==> src/rtl/osram_drain.sv <==
// Dual-banked output-vector buffer: captures a full set of rows in one cycle, drains one row per handshake.
// Latency: drain_valid_o rises the cycle after a capture into the bank being drained; one row per cycle thereafter.
// Backpressure: drain holds row/index while drain_ready_i is low; capture_ready_o drops while the capture bank is full.
`ifndef NUM_PES
`define NUM_PES 4
`endif

module osram_drain #(
  parameter int NUM_ROWS = `NUM_PES,
  parameter int ROW_W    = 256,
  localparam int IDX_W   = $clog2(NUM_ROWS)
) (
  input  logic             clk,
  input  logic             rst,
  input  logic             capture_valid_i,
  output logic             capture_ready_o,
  input  logic [ROW_W-1:0] capture_data_i [NUM_ROWS],
  output logic             drain_valid_o,
  input  logic             drain_ready_i,
  output logic [ROW_W-1:0] drain_data_o,
  output logic [IDX_W-1:0] drain_idx_o,
  output logic             drain_last_o,
  output logic [1:0]       bank_full_o
);

  localparam logic [IDX_W-1:0] LAST_IDX = IDX_W'(NUM_ROWS - 1);

  // Row storage is never reset: contents only matter once a full flag is set.
  logic [ROW_W-1:0] bank0_q [NUM_ROWS];
  logic [ROW_W-1:0] bank1_q [NUM_ROWS];

  // Full flags indexed by bank number: bit 1 = bank1, bit 0 = bank0.
  logic [1:0]       full_q,     full_d;
  logic             cap_bank_q, cap_bank_d;
  logic             drn_bank_q, drn_bank_d;
  logic [IDX_W-1:0] rd_idx_q,   rd_idx_d;

  logic cap_fire;
  logic drn_fire;
  logic at_last;

  // Readiness and row selection come straight from the registered state, so a
  // bank whose last row drains this cycle still looks full to the capture side.
  assign capture_ready_o = ~full_q[cap_bank_q];
  assign drain_valid_o   = full_q[drn_bank_q];
  assign at_last         = (rd_idx_q == LAST_IDX);
  assign drain_last_o    = drain_valid_o && at_last;
  assign drain_idx_o     = rd_idx_q;
  assign drain_data_o    = drn_bank_q ? bank1_q[rd_idx_q] : bank0_q[rd_idx_q];
  assign bank_full_o     = full_q;

  assign cap_fire = capture_valid_i && capture_ready_o;
  assign drn_fire = drain_valid_o && drain_ready_i;

  // Next-state for flags and pointers; capture and drain always touch different
  // banks when both fire, so their flag updates never collide.
  always_comb begin
    full_d     = full_q;
    cap_bank_d = cap_bank_q;
    drn_bank_d = drn_bank_q;
    rd_idx_d   = rd_idx_q;
    if (cap_fire) begin
      full_d[cap_bank_q] = 1'b1;
      cap_bank_d         = ~cap_bank_q;
    end
    if (drn_fire) begin
      if (at_last) begin
        // Explicit wrap: NUM_ROWS need not be a power of two.
        rd_idx_d           = '0;
        full_d[drn_bank_q] = 1'b0;
        drn_bank_d         = ~drn_bank_q;
      end else begin
        rd_idx_d = rd_idx_q + IDX_W'(1);
      end
    end
  end

  // Control state with synchronous reset; a reset discards any pending set.
  always_ff @(posedge clk) begin
    if (rst) begin
      full_q     <= 2'b00;
      cap_bank_q <= 1'b0;
      drn_bank_q <= 1'b0;
      rd_idx_q   <= '0;
    end else begin
      full_q     <= full_d;
      cap_bank_q <= cap_bank_d;
      drn_bank_q <= drn_bank_d;
      rd_idx_q   <= rd_idx_d;
    end
  end

  // Write every row of the selected bank in one cycle on an accepted capture.
  always_ff @(posedge clk) begin
    if (cap_fire) begin
      for (int i = 0; i < NUM_ROWS; i++) begin
        if (cap_bank_q) begin
          bank1_q[i] <= capture_data_i[i];
        end else begin
          bank0_q[i] <= capture_data_i[i];
        end
      end
    end
  end

endmodule

==> config.mk <==
export PLATFORM = sky130hd
export DESIGN_NAME = osram_drain
export DESIGN_NICKNAME = d
export VERILOG_FILES = /design/src/rtl/osram_drain.sv
export SDC_FILE = /design/constraint.sdc
export NUM_CORES = 1
export LEC_CHECK = 0
export CORE_AREA = 2 2 504 506
export CTS_BUF_LIST = sky130_fd_sc_hd__clkbuf_4 sky130_fd_sc_hd__clkbuf_8
export CTS_CLUSTER_DIAMETER = 120
export DETAILED_ROUTE_END_ITERATION = 8
export DIE_AREA = 0 0 506 508
export SYNTH_ARGS = -nofsm -noshare
export SYNTH_HDL_FRONTEND = slang
export SYNTH_SLANG_ARGS = --single-unit
==> constraint.sdc <==
create_clock -name clk -period 216.7 [get_ports clk]
set_input_delay 43.34 -clock clk [delete_from_list [all_inputs] [get_ports clk]]
set_output_delay 43.34 -clock clk [all_outputs]
set_load 0.01 [all_outputs]
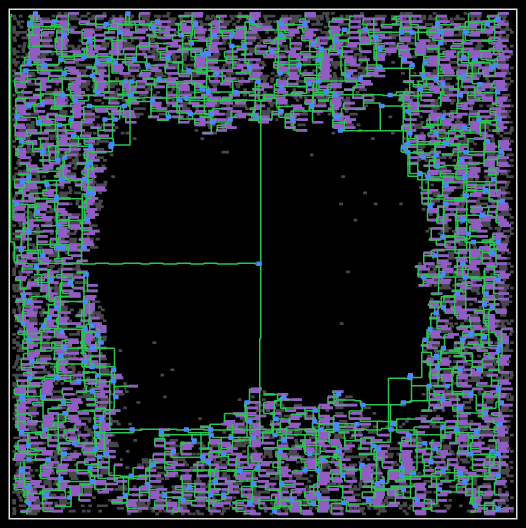
clock_wires.png
Scale: 1 px per um.
[clock wires] green | length: 27.1 mm
[clock-net drivers] blue | count: 359
[flip-flops] purple | count: 2,056
routed clock nets	360
flops lie	spread over the die

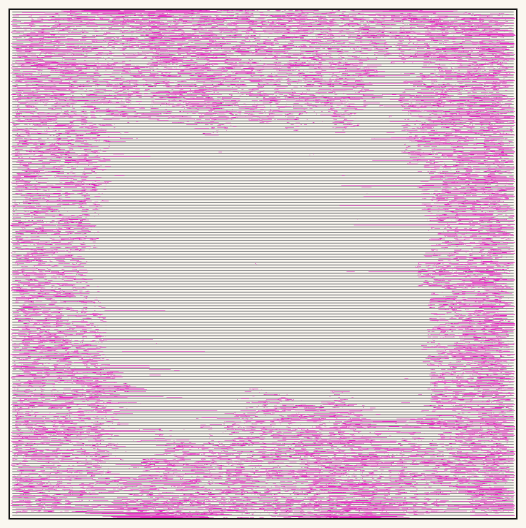
m1.png
Scale: 1 px per um. Supply wires on this layer in grey.
longest straight run	120 um
wire length on this layer	81.6 mm

==> results.toml <==
# generated from flow reports
[outcome]
status = "complete, no violations"

[clocking]
clk_latency_ns = 1.07
cts_resized = 0
cts_made_buffers = 359
clockRootBuffer = "clkbuf_8"
htreeDepth = 5
cts_setup_buffers = 0

[layout]
drive_above_1_share = 0.279
area_growth_pct = 30.4
fin_nets = 5581
mostFrequentLayoutCell = "edfxtp_1"

[synthesis]
ys_sh_xor = 0
synth_cells = 2993
top_logic_kind = "multiplexers"
synth_area_mm2 = 0.0772
synth.distinct_cells = 22

[global_routing]
grt_pass1_wl_um = 309000
grt_pass1_vias = 41453
grt_use_met2 = 0.287
grt-busiest-layer = "met2"
grt.overflow.total = 0

[pwr]
seq_power_share = 0.530
powerDensity_mw_per_mm2 = 8.88
pg_comb_uw = 82.6
power.leakage_nw = 31.6
p_seq_uw = 474
pwr-share-clk = 0.378

[sta]
setup_viol = 0
finClkSkew_ns = 0.106
fin_hold_ws_ns = 0.530
rsz0062_at_grt = "no"
post-route-min-period_ns = 51.01

[worst_hold_path]
hp-class = "flip-flop to flip-flop"
hp-start = "drain_idx_o[1]"

[route]
firstDrtPassIters = 7
viasPerCell = 4.68
route.detailed.drc = 0
detail_route.wirelength_um = 224000

[floorplan]
die_height_um = 508

[critical_path]
critical_path_depth = 8

[place]
place_inst = 7557
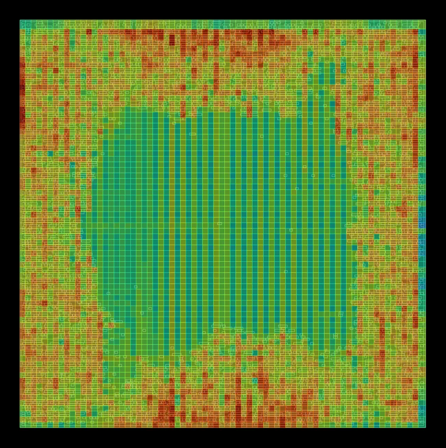
congestion_map.png
Total GRT Usage: 0.169
Finished Core Util: 0.399
wire per inst: 27.2 um
met3 GRT Util: 0.0781

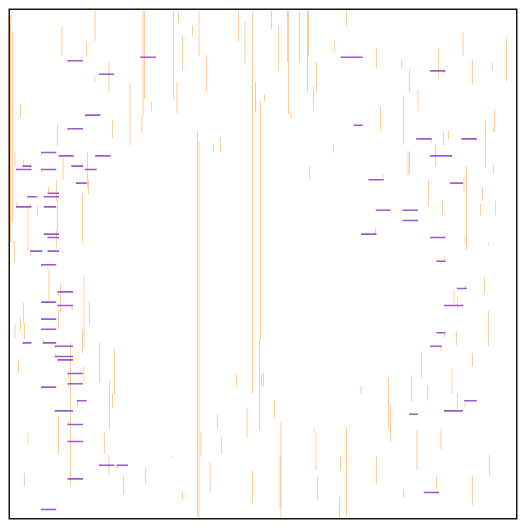
layers.png
Scale: 1 px per um. Two of the layers only.
layer	colour	wire length
M4	orange	6,020 um
M5	purple	854 um

[per-stage QoR]
stage | cell area (um2) | setup slack (ns)
detailed placement | 93800 | 166.15
global placement | 93800 | 166.23
CTS | 100000 | 165.08
floorplan | 77200 | 96.90
global route | 101000 | 164.81
finish | 101000 | 165.69
[cell type report]
class | instances | area, um2 | share of cell area
sequential | 2056 | 61700 | 0.613
multi-input combinational | 791 | 14600 | 0.145
timing repair buffer | 1341 | 13400 | 0.133
clock buffer | 462 | 5750 | 0.0571
tap | 3366 | 4210 | 0.0418
clock inverter | 149 | 916 | 0.00910
antenna | 70 | 175 | 0.00174
inverter | 3 | 18.8 | 0.000186
[metal layers]
metal / part of all wire / vias up
met3: 0.11 / 477
met2: 0.50 / 1701
met1: 0.36 / 20009
met4: 0.027 / 134
met5: 0.0038 / -
li1: - / 16259
Power figures rest on the tool's default switching activity, not on a simulated workload.
